Design npc_ifu, sky130hd; sources not shown.
==> run_1/floorplan.png <==
The bar under the picture is 50 µm long. Pins as bars on the die edge.
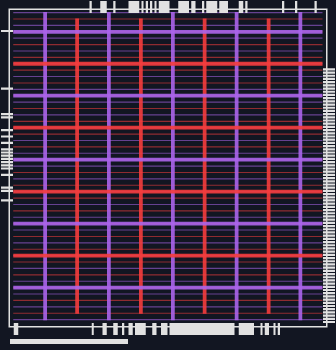
- VSS: purple
- VDD: red
- met4 straps: 9
- met5 straps: 9
- signal pins: 202
core area: 17200 µm²
die width: 134 µm

==> run_1/layers.png <==
The bar under the picture is 50 µm long. Two of the layers only.
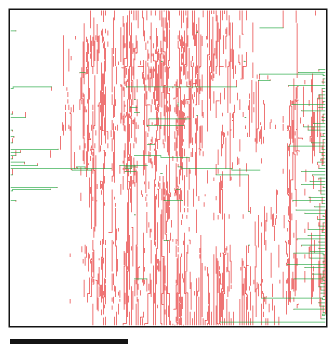
- M2: red (wire length 7540 µm)
- M3: green (wire length 855 µm)
WL/cell: 15.2 µm
Vias: 4765
Total GRT Usage: 0.176

==> run_1/clock_nets.png <==
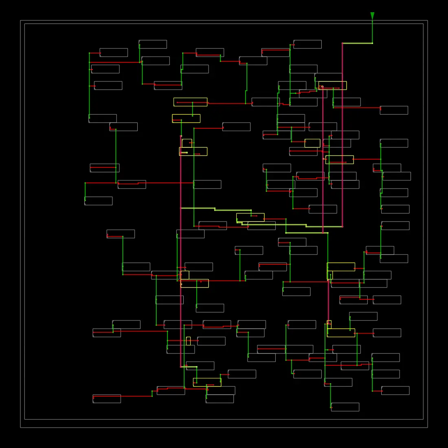
cts bufs inserted: 9
Max Clock Skew: 0.00791 ns
clock group power: 0.991 mW
clock net sink count: 97
Latency at later pin: 0.35 ns

==> job_summary.md, run 1 <==
## Implementation flow summary

| Metric | Value |
|---|---|
| Final WL | 15900 µm |
| Number of max-cap violations | 0 |
| Setup slack, reg-to-reg | 1.38 ns |
| Max_slew headroom | 0.398 |
| Io pins | roughly 200 |
| Metal-1 WL | 7220 µm |
| Avg Cell Area, Syn | 7.95 µm² |
| FA/HA/MAJ Cells, Area Fraction | 0.0167 |
| Sw power | around 1.8 mW |
| Clock buffers | 12 |
| DRC | 0 |
| Pwr dens | 724 nW/µm² |
| Final hold slack | 0.178 ns |
| M1 GR Usage | 0.234 |
| Pleak | around 3.3 nW |
| Clock power share | 0.185 |
| Worst VDD drop | 0.000274 V |
| Clock buf/inv share | 0.0403 |
| FF/Latch Area | 2430 µm² |
| # port buffers | around 200 |
| Layout net count | 892 |
| Outcome | complete, no violations |
| Hold_buf cts | 0 |
| Syn Std Cell Area | 5260 µm² |
| Sw frac | 0.345 |
| Total gr overflow | 0 |
| Combinational Gates | 451 |
| Setup TNS | 0 ns |
| Routed Antenna Nets | 0 |
| # Post-CTS Setup Buffers | 0 |
| GR peak layer | met2 |
| Worst slew pin tran | 0.903 ns |
| Met3 track demand over resource | 0.0321 |
| First-pass GRT wire length | roughly 24000 µm |
| Synth top cell by count | nand2_1 |
| Top class by area | registers |
| Crit path DRT | 3.06 ns |
| Classification of the worst setup path | reg2out |
| Iteration-0 DRC Markers | between 300 and 400 |
| Worst hold path class | in2async |
| Wire length on met3 | 854 µm |
| Cell variety after synth | 30 |
| Reg2Reg Depth | 10 |
| Top Metal Used | met4 |
| Synth Flop Type | dfrtp_1 |
| Non-Filler Instances | 1045 |
| Vias in the first global route | between 4000 and 5000 |
| Post-CTS sizing | 0 |
| Chip area | 18100 µm² |
| Minimum clock period | 2.34 ns |
| H-tree levels | 3 |
| Non-CTS inverters | roughly 56 |
| Commonest cells in the netlist | nand2_1, dfrtp_1, nor2_1 |
| Yosys cell count | 661 |
| Clock Root Buffer | clkbuf_16 |
| Comb/total area | 0.294 |
| Clock Tree Buf Depth | 2 |
-- run 1: worst max-delay path, stage by stage, from the launching register on --
cell,delay (ns)
dfrtp_1,0.43
inv_1,0.13
ha_1,0.23
inv_1,0.07
nor2_1,0.10
clkdlybuf4s50_1,0.50
-- run 1: layout by cell type, fill, tap and decap left out, types with 5 or more instances in the layout --
cell type / count
nand2_1: 192
dfrtp_1: 96
nor2_1: 86
clkbuf_16: 9
o21ai_0: 31
o21ai_1: 19
nand3_1: 33
clkdlybuf4s50_1: 194
nand4_1: 5
a22o_1: 32
o21ai_2: 7
a21oi_1: 11
inv_2: 5
ha_1: 7
inv_1: 50
## Run 2: what changed since run 1
Clock period 3.6 ns to 2.11 ns, I/O delays scaled along.
==> run_2/layers.png <==
The bar under the picture is 50 µm long. Two of the layers only.
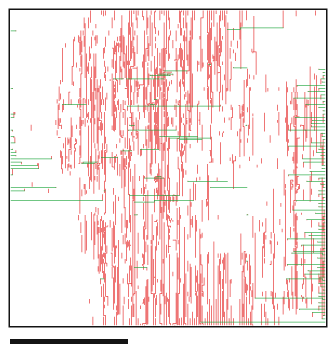
- M3: green (wire length 931 µm)
- M2: red (wire length 7470 µm)
Total GRT Usage: 0.180
WL/cell: 15.0 µm
Vias: 4856
final WL: 15900 µm

==> run_2/class_map.png <==
Fill, decap, tap and diode cells in gray.
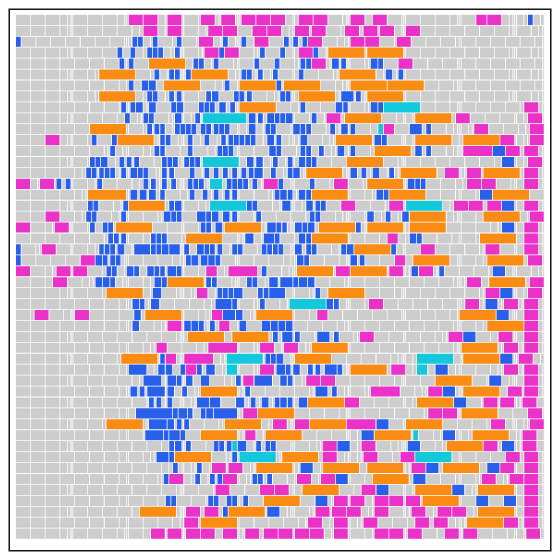
- remaining logic cells: blue (cells 507)
- remaining buffers and delay cells: magenta (cells 215)
- clock drivers and dummy loads: cyan (cells 16)
- sequential cells: orange (cells 97)
row cnt: 48
Seq area share: 0.320

==> run_2/floorplan.png <==
The bar under the picture is 50 µm long. Pins as bars on the die edge.
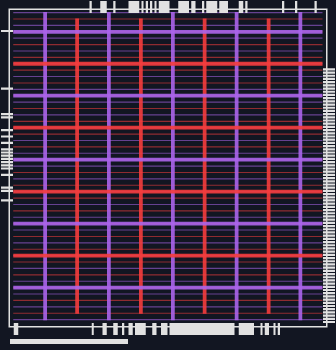
- VDD: red
- VSS: purple
- rows: 48
- met1 rails: 49
- signal pins: 202
- met5 straps: 9
- met4 straps: 9
Die Height: 134 µm
Worst VDD drop: 0.000530 V

==> job_summary.md, run 2 <==
## Implementation flow summary

| Metric | Value |
|---|---|
| Top cell excl fill/tap | clkdlybuf4s50_1 (unchanged) |
| Slowest CP cell | clkdlybuf4s50_1 (unchanged) |
| Buf/Inv on CP | 2 (was 3) |
| Vias in the first global route | 4466 (was 4436) |
| Most frequent cells in the layout | clkdlybuf4s50_1, nand2_1, dfrtp_1 (unchanged) |
| Cts bufs inserted | 9 (unchanged) |
| Pre-CTS WS | 0.158 ns (was 0.883 ns) |
| CP max stage delay | 0.51 ns (was 0.50 ns) |
| First-pass GRT wire length | 24800 µm (was 24200 µm) |
| Latency at later pin | 0.35 ns (about the same) |
| Clock power share | 0.177 (was 0.185) |
| Worst hold path class | reg2reg (was in2async) |
| Sw power | 3.16 mW (was 1.84 mW) |
| FA/HA/MAJ Cells, Area Fraction | 0.0167 (unchanged) |
| AO/OA Area Share | 0.130 (unchanged) |
| Number of max-cap violations | 0 (unchanged) |
| Max reg flops | 32 (unchanged) |
| Worst slew pin tran | 0.562 ns (was 0.903 ns) |
| Core area | 17200 µm² (unchanged) |
| Fin util | 0.441 (was 0.430) |
| Pwr dens | 1220 nW/µm² (was 724 nW/µm²) |
| H-tree levels | 3 (unchanged) |
| Pins Over Slew Limit | 0 (unchanged) |
| Yosys cell count | 661 (unchanged) |
| Commonest cells in the netlist | nand2_1, dfrtp_1, nor2_1 (unchanged) |
| P&R area growth vs syn | 44.2% (was 40.6%) |
| Clock group power | 1.63 mW (was 0.991 mW) |
| Clock Root Buffer | clkbuf_16 (unchanged) |
| Main power group | combinational cells (unchanged) |
| CP Cell Sequence | ha_4 > inv_1 > nor2_1 > clkdlybuf4s50_1 (was inv_1 > ha_1 > inv_1 > nor2_1 > clkdlybuf4s50_1) |
| Final hold slack | 0.474 ns (was 0.178 ns) |
| Minimum clock period | 1.99 ns |
| Die width | 134 µm (unchanged) |
| Syn Std Cell Area | 5260 µm² (unchanged) |
| Cell variety after synth | 30 (unchanged) |
| Final worst slack | 0.118 ns (was 1.26 ns) |
| CTS tree | built (unchanged) |
| P_seq | 3.33 mW (was 1.96 mW) |
| Chip area | 18100 µm² (unchanged) |
| Total gr overflow | 0 (unchanged) |
| Synth Flop Type | dfrtp_1 (unchanged) |
| Clock Tree Buf Depth | 2 (unchanged) |
| Synth top cell by count | nand2_1 (unchanged) |
| Setup TNS | 0 ns (unchanged) |
| Worst path depth | 4 (was 5) |
| Io pins | 202 (unchanged) |
| Layout net count | 908 (was 892) |
| Sw frac | 0.343 (was 0.345) |
| Reg2Reg Depth | 10 (unchanged) |
| Xor/xnor share | 0.00333 (unchanged) |
| Setup slack, reg-to-reg | 0.24 ns (was 1.38 ns) |
| Avg Cell Area, Syn | 7.95 µm² (unchanged) |
| Pleak | 3.34 nW (was 3.25 nW) |
| Outcome | complete, no violations (unchanged) |
| Non-Filler Instances | 1060 (was 1045) |
| Cycle use final | 0.944 |
| # port buffers | 195 (unchanged) |
| Max_slew headroom | 0.626 (was 0.398) |
| Classification of the worst setup path | reg2out (unchanged) |
| Iteration-0 DRC Markers | 300 (was 303) |
| Routed Antenna Nets | 0 (unchanged) |
| DRC | 0 (unchanged) |
| Clock net sink count | 97 (unchanged) |
| Max Clock Skew | 0.00926 ns (was 0.00791 ns) |
| Synthesis area per yosys | 5260 µm² (unchanged) |
| CP delay by family, top | buffers and inverters (unchanged) |
| Crit path DRT | 1.79 ns (was 3.06 ns) |
==> run 2: per-layer routing <==
metal / track usage / part of all wire / up-vias
met5: 0 / 0 / -
met4: 0.0649 / 0.015 / 0
met3: 0.0314 / 0.059 / 13
met2: 0.290 / 0.47 / 160
met1: 0.241 / 0.46 / 2262
li1: - / - / 2421
==> run 2: layout make-up <==
class,instances,area (µm²),share of cell area
Clock buffer,12,236,0.0312
Clock inverter,4,53.8,0.00710
Inverter,56,215,0.0284
Multi-Input combinational cell,451,2190,0.289
Sequential cell,97,2430,0.320
Tap cell,225,282,0.0371
Timing Repair Buffer,215,2180,0.287
==> run 2: repair_timing <==
item	CTS	global route
buffers inserted	1	0
hold buffers	1	0
gates resized	1	3
hold endpoints to repair	37	0
endpoints found under the setup margin	1	1
Power and IR drop assume default switching activity.
